**Routed metal, one colour a layer**

Only two layers are drawn.
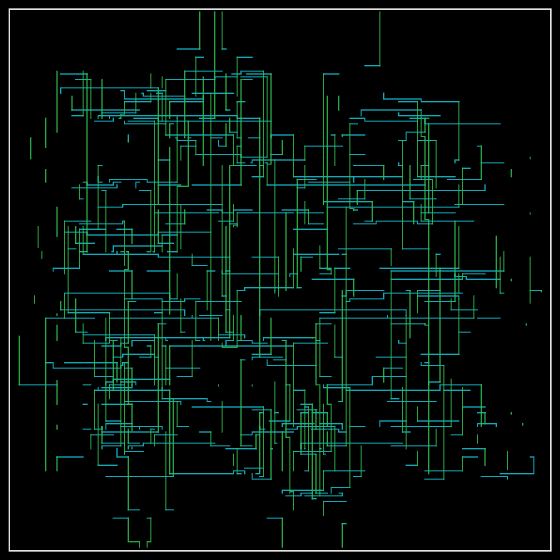
**Pin map**

Pins as bars across the die edge, other pins in grey.
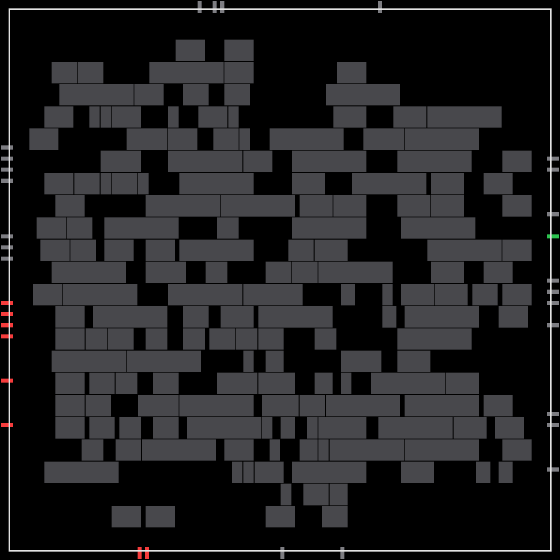
**Gate-type map**

Bar = 20 um.
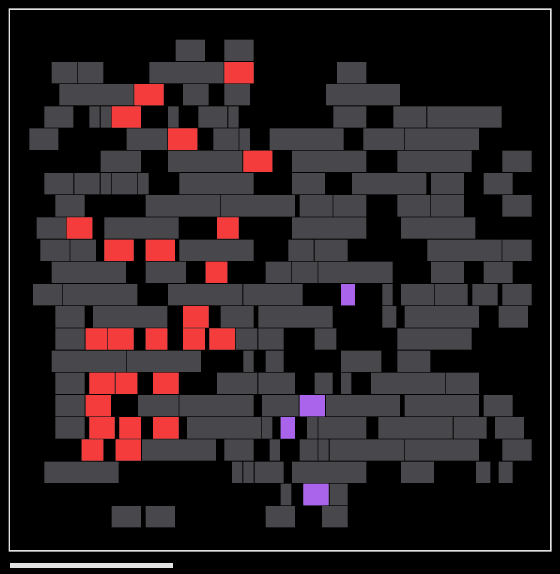
**The clock network**

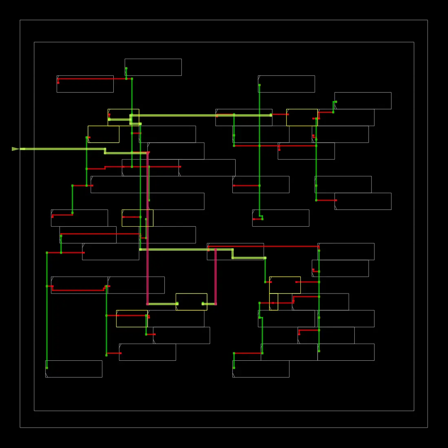
### config.mk
export PLATFORM = sky130hd
export DESIGN_NAME = add_serial_n
export DESIGN_NICKNAME = d
export VERILOG_FILES = /design/src/rtl/add_serial_n.sv
export SDC_FILE = /design/constraint.sdc
export NUM_CORES = 1
export LEC_CHECK = 0
export CORE_MARGIN = 2
export CORE_UTILIZATION = 45
export CTS_BUF_LIST = sky130_fd_sc_hd__clkbuf_8
export DETAILED_ROUTE_END_ITERATION = 6
export GPL_TIMING_DRIVEN = 1
export HOLD_SLACK_MARGIN = 0.08
export PLACE_DENSITY = 0.7
export RECOVER_POWER = 100
export SETUP_SLACK_MARGIN = 0.2
export SLEW_MARGIN = 40
export SYNTH_ARGS = -nofsm -noshare
export SYNTH_HDL_FRONTEND = slang
export SYNTH_SLANG_ARGS = --single-unit
### constraint.sdc
create_clock -name clk -period 2 [get_ports clk]
set_clock_uncertainty 0.15 [all_clocks]
set_input_delay 0.2 -clock clk [delete_from_list [all_inputs] [get_ports clk]]
set_output_delay 0.2 -clock clk [all_outputs]
set_load 0.02 [all_outputs]
### src/rtl/add_serial_n.sv
// add_serial_n: multi-cycle adder/subtractor that processes DIGIT bits per clock,
// LSB first, with a registered carry between digits. A start/busy/done handshake
// lets several arithmetic users share this one small datapath.
//
// Ports
//   clk       in   1      rising-edge clock
//   rst_n     in   1      asynchronous active-low reset
//   start     in   1      request; accepted only when busy=0
//   sub       in   1      0: x+y, 1: x-y (two's complement); sampled with start
//   x, y      in   WIDTH  operands; sampled with start
//   busy      out  1      high while a computation is in progress (N cycles)
//   done      out  1      one-cycle pulse; result/retenue/overflow just updated
//   result    out  WIDTH  sum or difference modulo 2^WIDTH
//   retenue   out  1      carry out of the MSB (subtract: 1 = no borrow)
//   overflow  out  1      signed overflow
//
// state  | meaning
// S_IDLE | waiting for start
// S_RUN  | one digit per cycle, N cycles, busy=1
// S_DONE | results valid pulse; start here chains straight into S_RUN

module add_serial_n #(
  parameter int WIDTH = 8,
  parameter int DIGIT = 1
) (
  input  logic             clk,
  input  logic             rst_n,
  input  logic             start,
  input  logic             sub,
  input  logic [WIDTH-1:0] x,
  input  logic [WIDTH-1:0] y,
  output logic             busy,
  output logic             done,
  output logic [WIDTH-1:0] result,
  output logic             retenue,
  output logic             overflow
);

  localparam int N  = WIDTH / DIGIT;
  localparam int CW = (N > 1) ? $clog2(N) : 1;
  localparam logic [CW-1:0] CNT_LOAD = CW'(N - 1);

  typedef enum logic [1:0] {S_IDLE, S_RUN, S_DONE} state_t;

  state_t           state_q, state_d;
  logic [WIDTH-1:0] a_q, a_d;
  logic [WIDTH-1:0] b_q, b_d;
  logic [WIDTH-1:0] acc_q, acc_d;
  logic             carry_q, carry_d;
  logic [CW-1:0]    cnt_q, cnt_d;
  logic [WIDTH-1:0] result_q, result_d;
  logic             retenue_q, retenue_d;
  logic             overflow_q, overflow_d;

  logic [DIGIT-1:0] a_dig, b_dig;
  logic [DIGIT:0]   sum_dig;
  logic [WIDTH-1:0] acc_next;

  always_comb begin
    a_dig   = a_q[DIGIT-1:0];
    b_dig   = b_q[DIGIT-1:0];
    sum_dig = {1'b0, a_dig} + {1'b0, b_dig} + {{DIGIT{1'b0}}, carry_q};
    // New digit enters from the MSB side; after N shifts the first digit sits at bit 0.
    acc_next = (acc_q >> DIGIT) | (WIDTH'(sum_dig[DIGIT-1:0]) << (WIDTH - DIGIT));

    state_d    = state_q;
    a_d        = a_q;
    b_d        = b_q;
    acc_d      = acc_q;
    carry_d    = carry_q;
    cnt_d      = cnt_q;
    result_d   = result_q;
    retenue_d  = retenue_q;
    overflow_d = overflow_q;

    case (state_q)
      S_IDLE, S_DONE: begin
        state_d = S_IDLE;
        if (start) begin
          // Subtraction = x + ~y + 1, the +1 enters as the initial carry.
          a_d     = x;
          b_d     = y ^ {WIDTH{sub}};
          carry_d = sub;
          cnt_d   = CNT_LOAD;
          state_d = S_RUN;
        end
      end
      S_RUN: begin
        acc_d   = acc_next;
        a_d     = a_q >> DIGIT;
        b_d     = b_q >> DIGIT;
        carry_d = sum_dig[DIGIT];
        if (cnt_q == '0) begin
          state_d   = S_DONE;
          result_d  = acc_next;
          retenue_d = sum_dig[DIGIT];
          // a^b^s at the MSB recovers the carry into the MSB.
          overflow_d = a_dig[DIGIT-1] ^ b_dig[DIGIT-1] ^ sum_dig[DIGIT-1] ^ sum_dig[DIGIT];
        end else begin
          cnt_d = cnt_q - 1'b1;
        end
      end
      default: state_d = S_IDLE;
    endcase
  end

  always_ff @(posedge clk or negedge rst_n) begin
    if (!rst_n) begin
      state_q    <= S_IDLE;
      a_q        <= '0;
      b_q        <= '0;
      acc_q      <= '0;
      carry_q    <= 1'b0;
      cnt_q      <= '0;
      result_q   <= '0;
      retenue_q  <= 1'b0;
      overflow_q <= 1'b0;
    end else begin
      state_q    <= state_d;
      a_q        <= a_d;
      b_q        <= b_d;
      acc_q      <= acc_d;
      carry_q    <= carry_d;
      cnt_q      <= cnt_d;
      result_q   <= result_d;
      retenue_q  <= retenue_d;
      overflow_q <= overflow_d;
    end
  end

  assign busy     = (state_q == S_RUN);
  assign done     = (state_q == S_DONE);
  assign result   = result_q;
  assign retenue  = retenue_q;
  assign overflow = overflow_q;

endmodule

==> run summary <==
run results: yosys stat cell total=131, Seq power=1.41 mW, critical path's largest stage delay=460 ps, YS chip area=1738 sq um, Nets=189, crit path buf inv count=1, Hold Violations, Final=0, status=completed, Sw Share=34.39%, Clock Tree Root=clkbuf_8, Hold Path Class=flop to flop, CTS tree=done, fp util=47.12%, Critical R2R Launch=state_q[0], r2r worst-path depth=3, Worst Path Max Fanout=7, ys flops=39, die footprint=4375 sq um, H-Tree Depth=2, Worst Setup Path Type=flop to primary output, compound-cell area share of the yosys netlist=14.33%, Commonest flop=dfrtp_1, finished layout cell area=2182 sq um, final setup violating endpoints=0, clock sink total=39, CP Data Required Time=1650 ps, initial antenna violation count=0, clk pwr=564 uW, Data buffer area share=15.48%, Repair and plain buffers=36, Flop pwr share=39.9%, Pwr Density=1615 nW/um^2, first-iteration detailed-routing DRC count=60, CTS buffer count=5, flop share of the area=44.72%, fillcell total=320, Post-synth mux share=11.52%, row count=22, Pint=2.313 mW, AND/OR/NAND/NOR Cells, Area Fraction=5.904%, Worst slew margin=37.64%, total gr overflow=0, max-cap viol count=0, setup_tns=0 ps, Hold Crit Endpoint=cnt_q[0], clock buf count=7, tool warning count=27, vias in the first global route=1,156
-- 'routed metal, one colour a layer' (at the start) --
Key: green = metal 2 [wire length 1,450 um]; cyan = metal 1 [wire length 1,320 um]
DR WL/cell: 13.77 um
aggregate routed wire length: 2961 um
Total GRT Usage: 16.02%
total number of vias: 1,118

-- 'pin map' (at the start) --
Key: red = `x` [pins 8, direction input, edge 6 west, 2 south]; green = `busy` [pins 1, direction output, edge east]
All pins by edge: 13 west, 11 east, 4 south, 4 north.
input/output buffers: 31
die height: 66.15 um

-- 'gate-type map' (at the start) --
Key: purple = inverting AOI/OAI gates [cells 4, where south]; red = AND-OR and OR-AND gates [cells 25, most used a22o_1]
multi-input combinational area share: 31.77%
Finished Layout Cells: 215
Top cell excl fill/tap: dfrtp_1

-- 'the clock network' (at the start) --
sequential cells: 39
clock latency on the worst-skew pair: 290 ps

## metrics by stage
step	std cells	setup WS [ps]
2_1_floorplan	131	379.4
3_3_place_gp	206	265.6
3_5_place_dp	206	199.2
4_1_cts	215	260.4
5_1_grt	215	168.6
6_report	215	275.8
## cell usage in the layout (no fill, tap or decap), drive strengths merged, types with 5 or more instances in the layout
master          n
mux2           16
inv             5
xnor2          10
clkdlybuf4s50  18
dlygate4sd3    11
nor2           12
a221o           7
clkbuf          9
a21o            8
a22o           10
dfrtp          39
## per-layer routing
layer,part of all wire (%),wire (um),GRT usage (%),vias up
met5,0,0,0,-
met2,49,1447,25.62,32
met3,5.5,164,5.111,4
li1,-,-,-,533
met4,1.1,33,7.398,0
met1,44,1316,19.64,549
No activity file was given, so power comes from the tool's default toggle rates.
